Fig. 1: run 1, close-up of the layout
Bar = 10 um. Window x 49 to 79, y 50 to 80 um. Cells in grey, sequential cells in the stronger grey; small squares are vias.
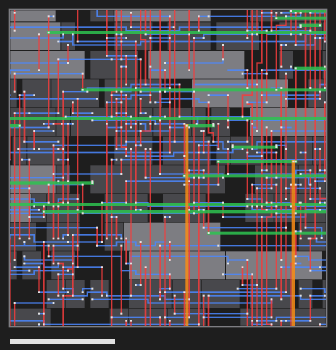
Fig. 2: run 1, the metal 1 layer
Supply wires on this layer in grey.
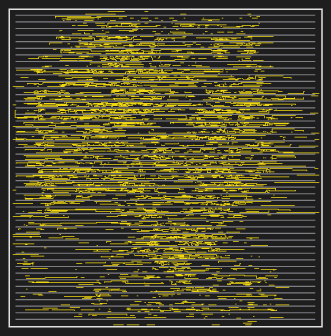
Fig. 3: run 1, the metal 4 layer
Supply wires on this layer in grey.
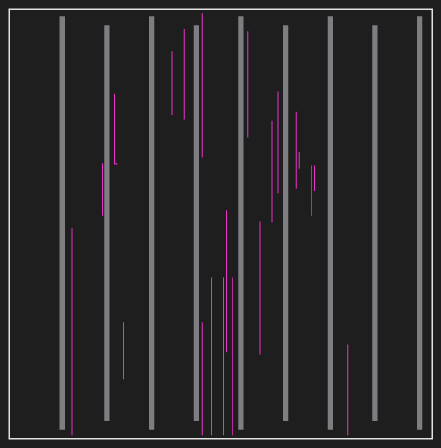
Design mem_access_unit, sky130hd; sources not shown.
==> results.toml, run 1 <==
# yosys + openroad results
[status]
status = "complete, no violations"

[power_and_ir_drop]
pwr-share-clk = 0.183
switchingPower_w = 0.00379
largestPowerGroup = "combinational logic"
powerSeq_w = 0.00342
ir_worst_vdd_mv = 0.419
sw_frac_of_total = 0.387

[global_routing]
grt_overflow = 0
grtUsageMet3 = 0.0574

[yosys]
top_area_cell = "dfrtp_1"
yosysChipArea_um2 = 7900
synth-xor-area-share = 0
ff_type = "dfrtp_1"
ys_seq_frac = 0.494
synth_area_um2 = 7900

[layout]
layoutNonFillerInstCount = 1067
fill_cells = 1145
sh_seq_area = 0.375
clkbuf_count = 18
fin_util = 0.676

[final_timing]
final.setup.tns_ps = 0
worst_pin_slew_ps = 833
clock.fmax_ghz = 0.361
finClkSkew_ps = 11.5
drv_slew = 0

[drt]
dr_wl_met2_um = 10000
route.met3.wl_um = 1690
top_layer = "met4"
dr.pass1.iters = 5

[critical_path]
cp-end-kind = "flip-flop"
crit_arrival_ps = 3130
cp_data_required_time_ps = 3960
rrSetupSlack_ps = 830
cp_max_fo = 29

[worst_hold_path]
worstHoldPathType = "reg -> reg"

[clocking]
root_buffer = "clkbuf_16"
cts_hold_buffers = 1
post-cts-setup-buffer-count = 0
cts_resized = 0

[floorplan]
fp.dieH_um = 130
fp-row-count = 46
die_width_um = 128
die_area_um2 = 16600

[placed_design]
port_buffers = 200
-- Fig. 1 (at the start) --
Key: green = met3; red = met2; blue = met1; orange = met4
66 logic cells have their middle in the window. Most frequent: mux2_2 (10), dfrtp_1 (8), nand2_1 (6). Sequential cells in the window: 8.

-- Fig. 2 (at the start) --
The wires run mostly horizontal. The layer holds 42% of the routed length. 870 nets have wire on it. The longest straight run is 35.0 um. The layer carries 9000 um of wire.
routed vias: 6439
WL final: 21400 um
Global Route met1 Usage: 0.363

-- Fig. 3 (at the start) --
The wires run mostly vertical. The layer carries 637 um of wire. The layer holds 3.0% of the routed length. 18 nets have wire on it.

Fig. 4: run 1, signal wires by layer
Only two layers are drawn.
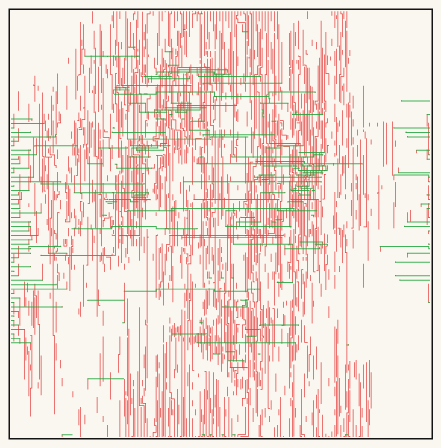

==> inputs of run 2 (changes only) <==
--- a/config.mk
+++ b/config.mk
@@ -6,11 +6,11 @@
 export NUM_CORES = 1
 export LEC_CHECK = 0
 export ABC_AREA = 0
-export CORE_AREA = 2 2 126 128
+export CORE_AREA = 2 2 129 131
 export CTS_CLUSTER_DIAMETER = 120
 export DETAILED_ROUTE_END_ITERATION = 16
-export DIE_AREA = 0 0 128 130
-export PLACE_DENSITY = 0.87
+export DIE_AREA = 0 0 131 133
+export PLACE_DENSITY = 0.84
 export SLEW_MARGIN = 30
 export SYNTH_ARGS = -nofsm -noshare
 export SYNTH_HDL_FRONTEND = slang
==> constraint.sdc (replaced) <==
create_clock -name clk_i -period 2.75 [get_ports clk_i]
set_input_delay 0.275 -clock clk_i [delete_from_list [all_inputs] [get_ports clk_i]]
set_output_delay 0.275 -clock clk_i [all_outputs]
set_load 0.01 [all_outputs]
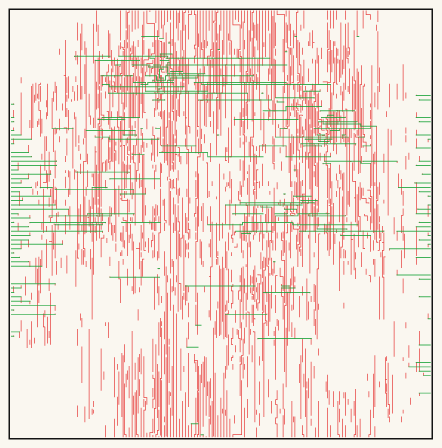
Fig. 5. Signal wires by layer (run 2).
Only two layers are drawn.
Key: red = met2 [wire length 10000 um]; green = met3 [wire length 1660 um]
WL per Instance: 19.3 um
routed vias: 6399
WL final: 21300 um

==> run 2 against run 1 <==
Against the previous run:
- critical endpoint is now mem_wdata_o[4]
- cell count grew 3.4%
- non-clock buffer count grew 9
- die size increased by 4.7%
- global-route usage decreased by 1.3 points
- total power up 29%
- cell area up 0.61%
- highest routed layer unchanged
- maximum frequency up 12%
- sequential power up 27%
- via count decreased by 0.62%
- routed wire length down 0.16%
- setup slack got worse by 550 ps
==> results.toml, run 2 <==
# yosys + openroad results
[status]
status = "complete, no violations"

[final_timing]
final.setup.tns_ps = 0
worst_pin_slew_ps = 748
clock.fmax_ghz = 0.406
drv_slew = 0

[power_and_ir_drop]
sw_frac_of_total = 0.384
switchingPower_w = 0.00486
ir_worst_vdd_mv = 0.559
powerSeq_w = 0.00436
largestPowerGroup = "combinational logic"

[drt]
dr.pass1.iters = 8
top_layer = "met4"
route.met3.wl_um = 1660

[critical_path]
cp_max_fo = 8
cp_data_required_time_ps = 3060

[global_routing]
met1_usage = 0.363
grtUsageMet3 = 0.0518

[yosys]
yosysChipArea_um2 = 7900
synth-xor-area-share = 0
top_area_cell = "dfrtp_1"

[layout]
sh_seq_area = 0.372
layoutNonFillerInstCount = 1103

[clocking]
cts_resized = 0
cts_hold_buffers = 1
post-cts-setup-buffer-count = 0

[floorplan]
fp-row-count = 47
die_width_um = 131
die_area_um2 = 17400
fp.dieH_um = 133

[placed_design]
port_buffers = 200
No activity file was given, so power comes from the tool's default toggle rates.
